### config.mk
export PLATFORM = sky130hd
export DESIGN_NAME = iter_mult_unit_flat
export DESIGN_NICKNAME = d
export VERILOG_FILES = /design/src/rtl/iter_mult_unit_pkg.sv /design/src/rtl/iter_mult_unit_if.sv /design/src/rtl/iter_mult_unit_twos_neg.sv /design/src/rtl/iter_mult_unit.sv /design/src/flat_wrapper.sv
export SDC_FILE = /design/constraint.sdc
export NUM_CORES = 1
export LEC_CHECK = 0
export CORE_MARGIN = 3
export CORE_UTILIZATION = 30
export DETAILED_ROUTE_END_ITERATION = 8
export DONT_BUFFER_PORTS = 1
export MAX_ROUTING_LAYER = met4
export PLACE_DENSITY = 0.54
export SETUP_SLACK_MARGIN = 0.4
export SYNTH_ARGS = -nofsm -noshare
export SYNTH_HDL_FRONTEND = slang
export SYNTH_SLANG_ARGS = --single-unit
### constraint.sdc
create_clock -name clk -period 4.64 [get_ports clk]
set_input_delay 0.928 -clock clk [delete_from_list [all_inputs] [get_ports clk]]
set_output_delay 0.928 -clock clk [all_outputs]
set_load 0.01 [all_outputs]
### src/rtl/iter_mult_unit_pkg.sv
// Shared definitions for the iterative multiplier: FSM state encoding and
// a ceiling-log2 helper used to size the iteration counter.
package mult_pkg;

  typedef enum logic [1:0] {
    ST_IDLE = 2'd0,
    ST_CALC = 2'd1,
    ST_FIX  = 2'd2
  } state_t;

  // Never returns less than 1 so a counter is always at least one bit wide.
  function automatic int clog2(input int value);
    int r;
    r = 0;
    for (int v = value - 1; v > 0; v = v >> 1) r++;
    return (r < 1) ? 1 : r;
  endfunction

endpackage

### src/rtl/iter_mult_unit_if.sv
// Request/response bundle between the execute-stage controller and the
// iterative multiplier.
interface iter_mult_unit_if #(
  parameter int WIDTH = 32
);
  logic             en;
  logic             start;
  logic             signed_mode;
  logic [WIDTH-1:0] a;
  logic [WIDTH-1:0] b;
  logic             busy;
  logic             done;
  logic [WIDTH-1:0] product_lo;
  logic [WIDTH-1:0] product_hi;
  logic             overflow;

  modport master (
    output en, start, signed_mode, a, b,
    input  busy, done, product_lo, product_hi, overflow
  );

  modport slave (
    input  en, start, signed_mode, a, b,
    output busy, done, product_lo, product_hi, overflow
  );
endinterface

### src/rtl/iter_mult_unit_twos_neg.sv
// Combinational conditional two's-complement negate, shared by the operand
// magnitude path and the final sign fix.
module twos_neg #(
  parameter int W = 64
) (
  input  logic [W-1:0] x,
  input  logic         neg,
  output logic [W-1:0] y
);
  assign y = neg ? (~x + W'(1)) : x;
endmodule

### src/rtl/iter_mult_unit.sv
// Iterative shift-add multiplier: WIDTH add/shift steps on operand
// magnitudes, then one cycle to apply the sign and register the result.
module iter_mult_unit
  import mult_pkg::*;
#(
  parameter int WIDTH      = 32,
  parameter bit EARLY_ZERO = 1'b1
) (
  input logic               clk,
  input logic               resetn,
  iter_mult_unit_if.slave   bus
);
  localparam int CW = clog2(WIDTH);

  state_t             state;
  state_t             state_next;
  logic [WIDTH-1:0]   mcand;
  logic [WIDTH-1:0]   acc;
  logic [WIDTH-1:0]   mplr;
  logic [CW-1:0]      cnt;
  logic               neg;
  logic               sgn;
  logic               done_q;
  logic [WIDTH-1:0]   lo_q;
  logic [WIDTH-1:0]   hi_q;
  logic               ovf_q;

  logic [WIDTH-1:0]   a_mag;
  logic [WIDTH-1:0]   b_mag;
  logic [WIDTH:0]     sum;
  logic [2*WIDTH-1:0] result;
  logic               ovf_next;
  logic               accept;
  logic               zero_op;

  // A pending done pulse blocks acceptance, so back-to-back starts cannot overlap it.
  assign accept  = bus.en & bus.start & (state == ST_IDLE) & ~done_q;
  assign zero_op = EARLY_ZERO && ((bus.a == '0) || (bus.b == '0));

  twos_neg #(.W(WIDTH)) u_mag_a (
    .x   (bus.a),
    .neg (bus.signed_mode & bus.a[WIDTH-1]),
    .y   (a_mag)
  );

  twos_neg #(.W(WIDTH)) u_mag_b (
    .x   (bus.b),
    .neg (bus.signed_mode & bus.b[WIDTH-1]),
    .y   (b_mag)
  );

  twos_neg #(.W(2*WIDTH)) u_fix (
    .x   ({acc, mplr}),
    .neg (neg),
    .y   (result)
  );

  assign sum      = {1'b0, acc} + (mplr[0] ? {1'b0, mcand} : '0);
  assign ovf_next = sgn ? (result[2*WIDTH-1:WIDTH] != {WIDTH{result[WIDTH-1]}})
                        : (result[2*WIDTH-1:WIDTH] != '0);

  always_ff @(posedge clk) begin
    if (!resetn)     state <= ST_IDLE;
    else if (bus.en) state <= state_next;
  end

  always_comb begin
    state_next = state;
    case (state)
      ST_IDLE: if (accept) state_next = zero_op ? ST_FIX : ST_CALC;
      ST_CALC: if (cnt == '0) state_next = ST_FIX;
      ST_FIX:  state_next = ST_IDLE;
      default: state_next = ST_IDLE;
    endcase
  end

  always_ff @(posedge clk) begin
    if (!resetn) begin
      mcand  <= '0;
      acc    <= '0;
      mplr   <= '0;
      cnt    <= '0;
      neg    <= 1'b0;
      sgn    <= 1'b0;
      done_q <= 1'b0;
      lo_q   <= '0;
      hi_q   <= '0;
      ovf_q  <= 1'b0;
    end else if (bus.en) begin
      done_q <= (state == ST_FIX);
      case (state)
        ST_IDLE: begin
          if (accept) begin
            mcand <= a_mag;
            mplr  <= zero_op ? '0 : b_mag;
            acc   <= '0;
            cnt   <= CW'(WIDTH - 1);
            sgn   <= bus.signed_mode;
            neg   <= ~zero_op & bus.signed_mode & (bus.a[WIDTH-1] ^ bus.b[WIDTH-1]);
          end
        end
        ST_CALC: begin
          // The adder carry becomes the new MSB as {carry,acc,mplr} shifts right.
          acc  <= sum[WIDTH:1];
          mplr <= {sum[0], mplr[WIDTH-1:1]};
          cnt  <= cnt - CW'(1);
        end
        ST_FIX: begin
          hi_q  <= result[2*WIDTH-1:WIDTH];
          lo_q  <= result[WIDTH-1:0];
          ovf_q <= ovf_next;
        end
        default: ;
      endcase
    end
  end

  assign bus.busy       = (state != ST_IDLE);
  assign bus.done       = done_q;
  assign bus.product_lo = lo_q;
  assign bus.product_hi = hi_q;
  assign bus.overflow   = ovf_q;

endmodule

### src/flat_wrapper.sv
// flat-port wrapper written by rule: the top's interface ports become plain ports
module iter_mult_unit_flat import mult_pkg::*;
#(
  parameter int WIDTH      = 32,
  parameter bit EARLY_ZERO = 1'b1
)
  (clk, resetn, bus_en, bus_start, bus_signed_mode, bus_a, bus_b, bus_busy, bus_done, bus_product_lo, bus_product_hi, bus_overflow);
  iter_mult_unit_if #(.WIDTH(WIDTH)) bus_i ();
  input logic clk;
  input logic resetn;
  input wire logic [$bits(bus_i.en)-1:0] bus_en;
  input wire logic [$bits(bus_i.start)-1:0] bus_start;
  input wire logic [$bits(bus_i.signed_mode)-1:0] bus_signed_mode;
  input wire logic [$bits(bus_i.a)-1:0] bus_a;
  input wire logic [$bits(bus_i.b)-1:0] bus_b;
  output wire logic [$bits(bus_i.busy)-1:0] bus_busy;
  output wire logic [$bits(bus_i.done)-1:0] bus_done;
  output wire logic [$bits(bus_i.product_lo)-1:0] bus_product_lo;
  output wire logic [$bits(bus_i.product_hi)-1:0] bus_product_hi;
  output wire logic [$bits(bus_i.overflow)-1:0] bus_overflow;
  assign bus_i.en = bus_en;
  assign bus_i.start = bus_start;
  assign bus_i.signed_mode = bus_signed_mode;
  assign bus_i.a = bus_a;
  assign bus_i.b = bus_b;
  assign bus_busy = bus_i.busy;
  assign bus_done = bus_i.done;
  assign bus_product_lo = bus_i.product_lo;
  assign bus_product_hi = bus_i.product_hi;
  assign bus_overflow = bus_i.overflow;
  iter_mult_unit #(.WIDTH(WIDTH), .EARLY_ZERO(EARLY_ZERO)) u_core (.clk(clk), .resetn(resetn), .bus(bus_i));
endmodule
Figure 1. Track usage over the die (run 1).
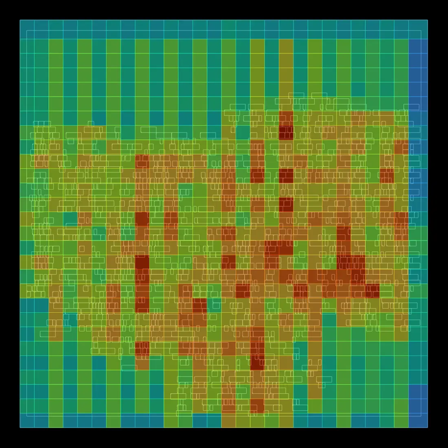
GR Util All Layers: 0.177
final core occ: 0.339
M2 GR Usage: 0.283
M3 GR Usage: 0.0355

Figure 2. The metal 2 layer (run 1).
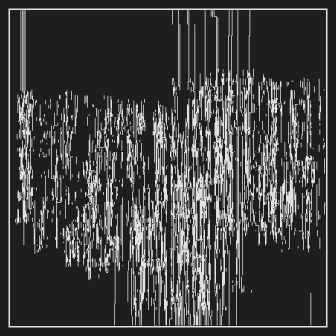
The layer carries 15,700 um of wire. The layer holds 47% of the routed length. The longest straight run is 86.0 um. The wires run mostly vertical. 1,112 nets have wire on it.
total number of vias: 9,771
WL final: 33.8 mm

Figure 3. Signal metal coverage by tile (run 1).
The bar under the picture is 50 um long. The die is cut into 39 by 39 equal tiles; black is low, pale yellow is high, scaled to the fullest tile. Values are wire area over tile area, all layers added.
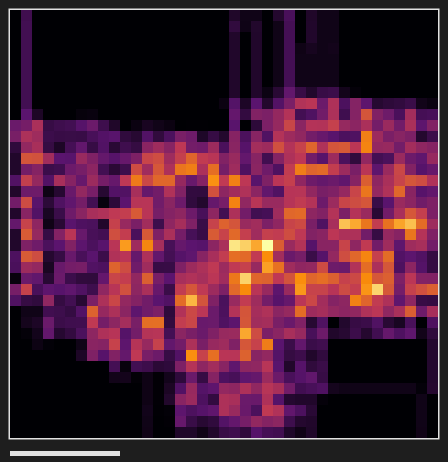
The fullest tile reaches 0.61. 30% of the tiles are nearly empty. The emptiest ninth of the die: upper left. 12% of the tiles are over half the peak. The mean over all tiles is 0.14.
WL/cell: 19.0 um

Figure 4. Met1 routing (run 1).
The bar under the picture is 50 um long.
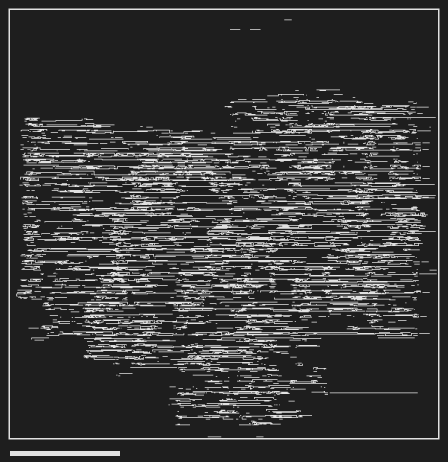
The wires run mostly horizontal. The layer carries 15,600 um of wire. The layer holds 46% of the routed length. The longest straight run is 67.6 um.
M1 GR Usage: 0.233

==> CHANGELOG.md, run 1 <==
### Physical design

* Status: completed
* Syn Inst Count at ~1,400
* Most frequent cells in the layout: nor2_1 (213), dfxtp_1 (170), nand2_1 (86)
* Cell Area, Placed at about 11,000 um^2
* Comb area at 6940 um^2
* Fin Setup TNS at 0 ps
* Number of enable flip-flop cells at 0
* Cells on Worst Hold Path at 2
* WL met2 at approximately 16 mm
* Final hold vios at 0
* Initial Util at 0.308
* Routed metal-1 wire length at 15.6 mm
* Post-synth net total at 1,457
* R2R Path Start: u_core.mplr[16]
* Synth Cell Area at around 11,000 um^2
* Slowest stage delay, CP at approximately 610 ps
* Synth-to-layout area growth at 10.0%
* Post-Layout Inst Area at 11,800 um^2
* FF-to-FF End: u_core.bus.overflow
* Global-route wire length before repair at around 53 mm
* Post-synth top area cell: dfxtp_1
* Max rail drop VDD at a little over 300 uV
* Sequential area share after synthesis at 0.318
* Clk sinks at roughly 170
* Cell Chain, Critical Path: or4_4 > or4_4 > or4_4 > o41ai_2 > xnor2_1 > or4_1 > or4_1 > o31ai_1 > a31oi_1
* Pre-antenna DRT Iters at 7
* Initial antenna violation count at 0
* Worst path most repeated cell: or4_4
* Most common cell after layout, fill and taps aside: nor2_1
* Vias per cell at approximately 5.5
* Syn avg cell area at between 7 and 8 um^2
* Die area at roughly 38,000 um^2
* Final period utilization at 0.872
* Clock skew at ~13 ps
* Die Width at 195 um
* Hold Path Origin: u_core.mcand[31]
* Grt ovf at 0
* R2r setup slk at between 500 and 600 ps
* Post-route ant nets at 0
* Top-area cell type share of the netlist area at 0.318
* Largest net degree at the start of global routing at between 80 and 90
* Hold path endpoint: u_core.mcand[31]
* Max layer used: met4
* #FFs+latches synth at about 170
* Core Area at about 35,000 um^2
* Vias in the first global route at ~9,200
* Critical Path AT at roughly 4400 ps
* Antenna cells at 0
* Hpwl dp at about 26 mm
* Reg2Reg Depth at 9
* CTS H-tree lvls at 4
* Final setup fails at 0
* Post-CTS setup buffers at 0
* Fraction of registers with async set/reset at 0
* Most Crowded Layer GR: met2
* RSZ-0062 raised after global routing: false
* CTS Buf Count at 17
* Total Power at ~3.7 mW
* Worst min path class: flip-flop to flip-flop
* Fillcell total at around 3,700
* Die H at 195 um
* Critical Path RT at between 4000 and 5000 ps
* Dominant flop cell: dfxtp_1
* Fin Hold WS at between 400 and 500 ps
* Kind of critical path: flip-flop to flip-flop
* Count of buffers from port buffering at 0
* Yosys warnings at 0
## run 1: state kept, by name (all words and copies together), names as in the netlist
signal / flops
u_core.neg: 1
u_core.sgn: 1
u_core.acc: 32
u_core.bus.done: 1
u_core.mcand: 32
u_core.bus.overflow: 1
u_core.state: 2
u_core.cnt: 5
u_core.bus.product_hi: 32
u_core.bus.product_lo: 32
u_core.mplr: 32
## run 1: through the flow
stage	instances	setup WS [ps]	utilization
floorplan	1350	699	-
global placement	1750	493	0.321
detailed placement	1750	496	0.321
CTS	1782	484	0.338
global route	1782	430	0.339
finish	1782	593	0.339
## run 1: layout make-up
class                   count  share of cell area
multi-input cells        1067               0.586
flip-flops and latches    171               0.289
well taps                 455              0.0481
clock buffers              19              0.0374
repair buffers             25              0.0158
clock inverters            13              0.0132
inverters                  32              0.0104
## run 1: where the power goes
part	leakage [nW]	switching (mW)	internal (mW)
clock	0.293	0.683	0.824
combinational	2.63	0.366	0.230
sequential	1.39	0.0827	1.53
## run 1: cell families (layout without fill, tap and decap cells)
logic type	after synthesis	count (layout)	synth area share
flip-flops	171	171	0.318
multiplexers	1	1	0.00105
AND/OR/NAND/NOR	519	519	0.234
buffers and inverters	112	89	0.0413
AND-OR/OR-AND	360	360	0.240
XOR/XNOR	149	149	0.121
adder cells (fa/ha/maj)	38	38	0.0449
## run 1: worst max-delay path by stage
stage,start,endpoint,slack [ps],cells after the start
2_1_floorplan,u_core.mplr[16],u_core.bus.overflow,700,11
3_3_place_gp,bus_b[1],u_core.mplr[29],490,9
3_5_place_dp,u_core.mplr[16],u_core.bus.overflow,500,9
4_1_cts,u_core.mplr[16],u_core.bus.overflow,480,9
5_1_grt,u_core.mplr[0],u_core.acc[29],430,14
6_report,u_core.mplr[16],u_core.bus.overflow,590,9
==> run 1 -> run 2 <==
==> constraint.sdc (replaced) <==
create_clock -name clk -period 4.64 [get_ports clk]
set_input_delay 0.464 -clock clk [delete_from_list [all_inputs] [get_ports clk]]
set_output_delay 0.464 -clock clk [all_outputs]
set_load 0.01 [all_outputs]
Figure 5. The metal 2 layer (run 2).
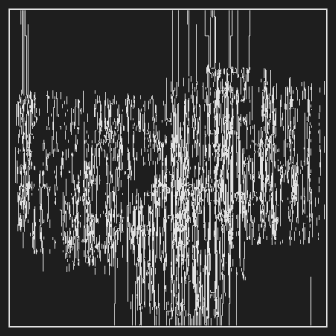
The layer holds 47% of the routed length. The longest straight run is 77.9 um. The wires run mostly vertical.
WL final: 34.0 mm
total number of vias: 9,777

Figure 6. Local utilization (run 2).
The bar under the picture is 50 um long. The die is cut into 20 by 20 equal tiles; black is low, pale yellow is high, 0 to 100% covered.
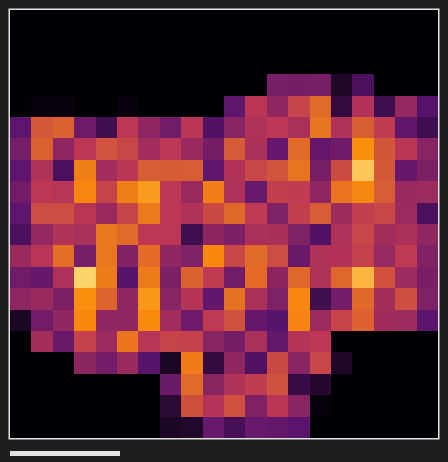
The emptiest ninth of the die: upper left. 1.8% of the tiles are over 75% full. The fullest tile reaches 90%.
Core Area: 35,000 um^2
final core occ: 0.339

==> run 2 against run 1 <==
Worst setup slack worse by 66 ps. Via count about the same. Maximum frequency down 1.6%. Cell area up 0.11%. Global-route usage about the same. Critical path type unchanged. Largest cell class unchanged.
==> CHANGELOG.md, run 2 <==
### Physical design

* CTS tree: built
* WL/cell at 19.1 um
* Initial Util at 0.308
* Tool Warnings at 27
* Clock Tree Buf Depth at 2
* Critical Path RT at between 4000 and 5000 ps
* Seq pwr at about 1.6 mW
* Top power group: sequential cells
* Total Power at 3.80 mW
* Most common cell after layout, fill and taps aside: nor2_1
* Fillcell total at 3,689
* Post-synth net total at ~1,500
* Synth-to-layout area growth at 10.1%
* CTS Root Cell: clkbuf_16
* Final period utilization at 0.887
* Sequential area share after synthesis at 0.318
* Slew HR at 0.248
* Part of the power in combinational logic at 0.157
* Critical Path AT at approximately 4400 ps
* Yosys warnings at 0
* Grt ovf at 0
* Seq pwr share at 0.425
* Hold Path Origin: bus_signed_mode
* Fraction of registers with async set/reset at 0
* Critical path origin: u_core.mplr[16]
* Post-synth top area cell: dfxtp_1
* Slew @ Worst Pin at 1130 ps
* Yosys stat area at between 10,000 and 15,000 um^2
* Clock skew at ~17 ps
* Ys cells at ~1,400
* Max rail drop VDD at ~260 uV
* Combinational power at around 600 uW
* Crit. End Element: flip-flop
* Cell family with most CP delay: simple AND/OR/NAND/NOR gates
* Largest net degree at the start of global routing at between 80 and 90
* Comb area at around 6900 um^2
* Dominant cell by count in the synthesized netlist: nor2_1
* Power density over the cells at 320 nW/um^2
* RSZ-0062 raised after global routing: false
* Final hold vios at 0
* Top Ports at about 140
* Number of enable flip-flop cells at 0
* Min Tclk post-route at between 4000 and 5000 ps
* Syn avg cell area at approximately 8 um^2
* Slowest CP cell: or4_4
* Final setup fails at 0
* Syn Inst Count at between 1,000 and 1,500
* Worst skew pair latency at between 400 and 500 ps
* Register area at 3420 um^2
* Post-route setup slack at between 500 and 600 ps
* Synth Cell Area at approximately 11,000 um^2
* Vias in the first global route at 9,276
* Clock network fraction of design power at 0.418
* Top cells by count: nor2_1 (214), dfxtp_1 (171), nand2_1 (86)
* Slowest stage delay, CP at 610 ps
* Die H at 195 um
* Iter 0 DRT Violations at 708
* Sw frac at 0.295
* Dominant flop cell: dfxtp_1
* Most frequent cells in the layout: nor2_1 (213), dfxtp_1 (170), nand2_1 (86)
* Post-route ant nets at 0
* CTS H-tree lvls at 4
* Leak pwr at 4.32 nW
* Crit Path Max Fanout at 10
* GR Util All Layers at 0.177
* Pint at 2.68 mW
* Highest Clock Rate at 243 MHz
* Worst path most repeated cell: or4_4
* Vias per cell at 5.49
* Initial antenna violation count at 2
* Kind of critical path: flip-flop to flip-flop
* Max_cap viols at 0
* Top cells by area: dfxtp_1 (32%), nor2_1 (7.5%), xor2_1 (6.8%)
* Top-area cell type share of the netlist area at 0.318
* Share of layout cells above drive strength 1 at 0.0627
* Critical Path Start Type: flip-flop
* FP Rows at roughly 68
* Clk power at between 1.5 and 2 mW
* Die Width at slightly below 200 um
* Hpwl dp at 25.8 mm
* Clock slew at reported path FFs at 80 ps
* Global-route wire length before repair at 53.0 mm
* #FFs+latches synth at about 170
* Status: completed
* Cell Type Count at between 70 and 80
* Final Wtd Congestion at between 0.9 and 1
* Cell Chain, Critical Path: or4_4 > or4_4 > or4_4 > o31a_1 > xnor2_1 > o22ai_1 > or4b_1 > a2111oi_0 > a31oi_1
* Buf/Inv on CP at 0
* Die area at 38,200 um^2
* Clk sinks at 171
* R2R Path Start: u_core.mplr[16]
* Fin Setup TNS at 0 ps
* Pre-antenna DRT Iters at 6
* Place WS at 503 ps
* Slew Viols, Final at 0
* CTS Buf Count at 17
* Worst min path class: input pin to flip-flop
* DR DRC count at 0
* Layout net count at ~1,400
* CTS Hold Bufs at 0
* NetSw at 1.12 mW
* Count of buffers from port buffering at 0
run 2: metal layers:
metal | vias to the layer above | part of all wire | track usage
met1 | 4600 | 0.45 | 0.225
met2 | 277 | 0.47 | 0.284
met5 | - | 0 | -
met4 | 0 | 0.015 | 0.0444
li1 | 4866 | - | -
met3 | 34 | 0.066 | 0.0437
run 2: path summary, 6_finish.rpt:
check | end | slack, ps | depth (start not counted)
setup / recovery | u_core.bus.overflow | 530 | 9
hold reg to reg | u_core.mcand[31] | 470 | 2
hold / removal | u_core.sgn | 150 | 2
setup reg to reg | u_core.bus.overflow | 530 | 9
run 2: logic make-up after synthesis:
group | after synthesis | share of synthesized area
DFF | 171 | 0.318
xor gates and xnor gates | 149 | 0.121
AOI/OAI and AO/OA | 360 | 0.240
muxes | 1 | 0.00105
and+or+nand+nor | 519 | 0.234
adders and majority gates | 38 | 0.0449
buffers and inverters | 112 | 0.0413
run 2: what timing repair did:
| action | 4_1_cts | 5_1_grt |
|---|---|---|
| buffers inserted | 0 | 1 |
| endpoints found under the setup margin | 0 | 1 |
| resized | 0 | 2 |
run 2: cell type report:
| cell class | count | area share |
|---|---|---|
| diodes | 2 | 0.000422 |
| clock buffers | 18 | 0.0362 |
| clock inverters | 13 | 0.0175 |
| inverters | 32 | 0.0103 |
| multi-input cells | 1067 | 0.585 |
| flip-flops and latches | 171 | 0.289 |
| well taps | 455 | 0.0480 |
| repair buffers | 22 | 0.0139 |
run 2: per-stage QoR:
step | cell area (um^2) | hold slack (ps) | instances
after floorplan | 10800 | 427 | 1350
after global placement | 11200 | 448 | 1746
after detailed placement | 11200 | 463 | 1746
after CTS | 11800 | 131 | 1777
after global routing | 11900 | 143 | 1780
final | 11900 | 153 | 1780
==> run 2 -> run 3 <==
--- a/config.mk
+++ b/config.mk
@@ -5,6 +5,7 @@
 export SDC_FILE = /design/constraint.sdc
 export NUM_CORES = 1
 export LEC_CHECK = 0
+export CORE_ASPECT_RATIO = 0.6
 export CORE_MARGIN = 3
 export CORE_UTILIZATION = 30
 export DETAILED_ROUTE_END_ITERATION = 8
Figure 7. Track usage over the die (run 3).
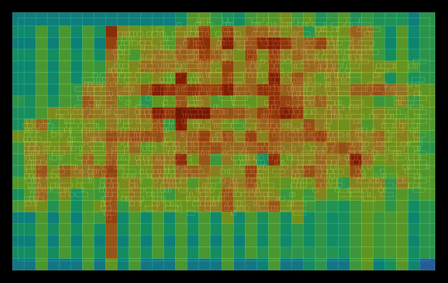
M2 GR Usage: 0.222
M3 GR Usage: 0.0551
WL/cell: 20.2 um

Figure 8. Local utilization (run 3).
The bar under the picture is 100 um long. The die is cut into 25 by 15 equal tiles; black is low, pale yellow is high, 0 to 100% covered.
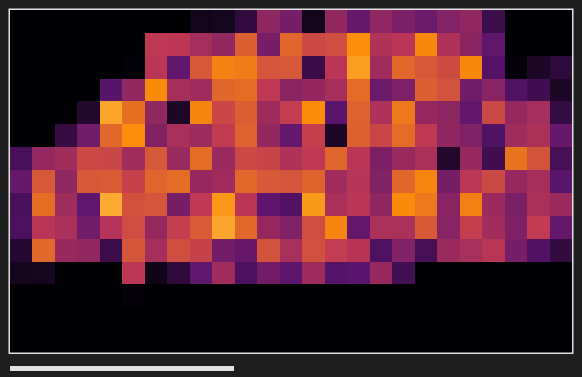
2.1% of the tiles are over 75% full. The mean over all tiles is 30%. The fullest tile reaches 81%. 32% of the tiles are nearly empty.

==> run 3 against run 2 <==
Area after synthesis unchanged. Core utilization decreased by 0.11 points. Routed wire length increased by 6.5%. Register-to-register slack about the same. Largest cell class unchanged. Largest power group unchanged. Highest routed layer unchanged.
==> CHANGELOG.md, run 3 <==
### Physical design

* Pre-antenna DRT Iters at 9
* Critical path origin: u_core.mplr[16]
* Top-area cell type share of the netlist area at 0.318
* FP Rows at ~53
* Leak pwr at around 4.3 nW
* R2R Path Start: u_core.mplr[16]
* Initial Util at 0.306
* Clock network fraction of design power at 0.401
* End of the critical path: u_core.bus.overflow
* Yosys warnings at 0
* Dominant cell by count in the synthesized netlist: nor2_1
* Max rail drop VDD at 213 uV
* Fraction of registers with async set/reset at 0
* Seq pwr at 1.62 mW
* Largest net degree at the start of global routing at about 100
* RSZ-0062 raised after global routing: false
* R2r setup slk at 520 ps
* Placed Cells at approximately 1,800
* Part of the power in combinational logic at 0.163
* Global-route wire length before repair at 55.5 mm
* Power density over the cells at ~310 nW/um^2
* Critical Path Start Type: flip-flop
* Dominant flop cell: dfxtp_1
* Kind of critical path: flip-flop to flip-flop
* Antenna cells at 0
* Min Tclk post-route at just over 4000 ps
* Die H at between 150 and 200 um
* M1 GR Usage at 0.310
* DR DRC count at 0
* Clock Tree Buf Depth at 2
* Most frequent cells in the layout: nor2_1 (213), dfxtp_1 (170), nand2_1 (86)
* Post-route ant nets at 0
* Post-synth top area cell: dfxtp_1
* Crit path depth at 9
* Slowest CP cell: or4_4
* Vias per cell at about 5.6
* Iter 0 DRT Violations at about 1,000
* CTS H-tree lvls at 4
* Combinational power at slightly above 600 uW
* NetSw at about 1.1 mW
* Most common cell after layout, fill and taps aside: nor2_1
* Syn Inst Count at approximately 1,400
* Initial antenna violation count at 0
* Final core occ at 0.338
* Final period utilization at 0.887
* Die area at around 38,000 um^2
* Critical Path RT at ~5000 ps
* Tool Warnings at 27
* Slowest stage delay, CP at around 590 ps
* Layout net count at ~1,400
* Hpwl dp at between 20 and 30 mm
* Clock skew at 9.74 ps
* Crit Path Max Fanout at 10
* Die Width at around 250 um
* Sw frac at 0.306
* Cells on Worst Hold Path at 1
* Top power group: sequential cells
* Post-synth net total at around 1,500
* Count of buffers from port buffering at 0
* Crit. End Element: flip-flop
* Ys cells at approximately 1,400
* Top cells by area: dfxtp_1 (32%), nor2_1 (7.5%), xor2_1 (6.8%)
* WL final at between 30 and 40 mm
* Final hold vios at 0
* CTS tree: built
* Cell family with most CP delay: simple AND/OR/NAND/NOR gates
* Worst path most repeated cell: or4_4
* Top Ports at 136
* Grt ovf at 0
* Syn avg cell area at approximately 8.0 um^2
* Worst skew pair latency at 450 ps
* Vias in the first global route at 8,918
* Sequential area share after synthesis at 0.318
* Max_cap viols at 0
* Number of enable flip-flop cells at 0
* Yosys stat area at between 10,000 and 15,000 um^2
* Final setup fails at 0
* Slew Viols, Final at 0
* Slew @ Worst Pin at 1080 ps
* Seq pwr share at 0.437
* Clock slew at reported path FFs at roughly 80 ps
* Slew HR at 0.280
* Cell Area, Placed at about 11,000 um^2
* Cell Chain, Critical Path: or4_4 > or4_4 > or4_4 > o41ai_4 > xnor2_2 > or4_1 > or4_1 > o31ai_2 > a31oi_1
* Synth Cell Area at approximately 11,000 um^2
* Synth-to-layout area growth at 10.5%
* #FFs+latches synth at ~170
* Clk power at between 1 and 1.5 mW
* GR Util All Layers at 0.191
* Critical Path AT at 4440 ps
* CTS Buf Count at 17
* Post-Layout Inst Area at between 10,000 and 15,000 um^2
* FF-to-FF End: u_core.bus.overflow
* Pint at between 2 and 3 mW
* Status: completed
* CTS Root Cell: clkbuf_16
* Cell Type Count at between 70 and 80
* Top cells by count: nor2_1 (214), dfxtp_1 (171), nand2_1 (86)
* Fin Setup TNS at 0 ps
* Highest Clock Rate at about 240 MHz
* Post-Layout Cell Count at ~1,800
* Share of layout cells above drive strength 1 at 0.0692
* Buf/Inv on CP at 0
* Core Area at ~35,000 um^2
* Most Crowded Layer GR: met1
* Reg2Reg Depth at 9
* Worst min path class: input pin to flip-flop
* Total number of vias at 9,969
* Final Wtd Congestion at approximately 0.94
* Clk sinks at roughly 170
==> run 3: routing by layer <==
metal,part of all wire,vias to the layer above
li1,-,4903
met1,0.54,4670
met2,0.35,375
met3,0.098,21
met4,0.0088,0
met5,0,-
==> run 3: timing repair <==
action | CTS | global route
gates resized | 0 | 7
setup buffers | 0 | 3
hold buffers | 0 | 0
hold endpoints to repair | 0 | 0
endpoints found under the setup margin | 0 | 1
==> run 3: layout make-up <==
cell class	count	area, um^2
multi-input cells	1067	6970
well taps	467	584
flip-flops and latches	171	3420
inverters	32	123
repair buffers	27	200
clock inverters	13	155
clock buffers	19	443
fillers	3670	23300
==> run 3: per-stage QoR <==
step,hold slack (ps),setup slack [ps],power (mW)
finish,138,522,3.72
global route,125,434,3.87
CTS,116,471,3.73
detailed placement,451,463,2.25
global placement,453,504,2.24
floorplan,427,699,2.06
==> run 3: worst min path at each step <==
stage / startpoint / end / slack, ps
2_1_floorplan: u_core.mcand[31] / u_core.mcand[31] / 430
3_3_place_gp: u_core.mcand[31] / u_core.mcand[31] / 450
3_5_place_dp: u_core.mcand[31] / u_core.mcand[31] / 450
4_1_cts: resetn / u_core.bus.product_hi[4] / 120
5_1_grt: resetn / u_core.bus.product_hi[4] / 120
6_report: resetn / u_core.bus.product_hi[4] / 140
==> run 3: logic make-up (layout without fill, tap and decap cells) <==
family | after synthesis | count (layout) | share of synthesized area
simple gates | 519 | 519 | 0.234
mux | 1 | 1 | 0.00105
buf+inv | 112 | 91 | 0.0413
xor+xnor | 149 | 149 | 0.121
compound gates | 360 | 360 | 0.240
fa+ha+maj | 38 | 38 | 0.0449
flops | 171 | 171 | 0.318
Power figures rest on the tool's default switching activity, not on a simulated workload.
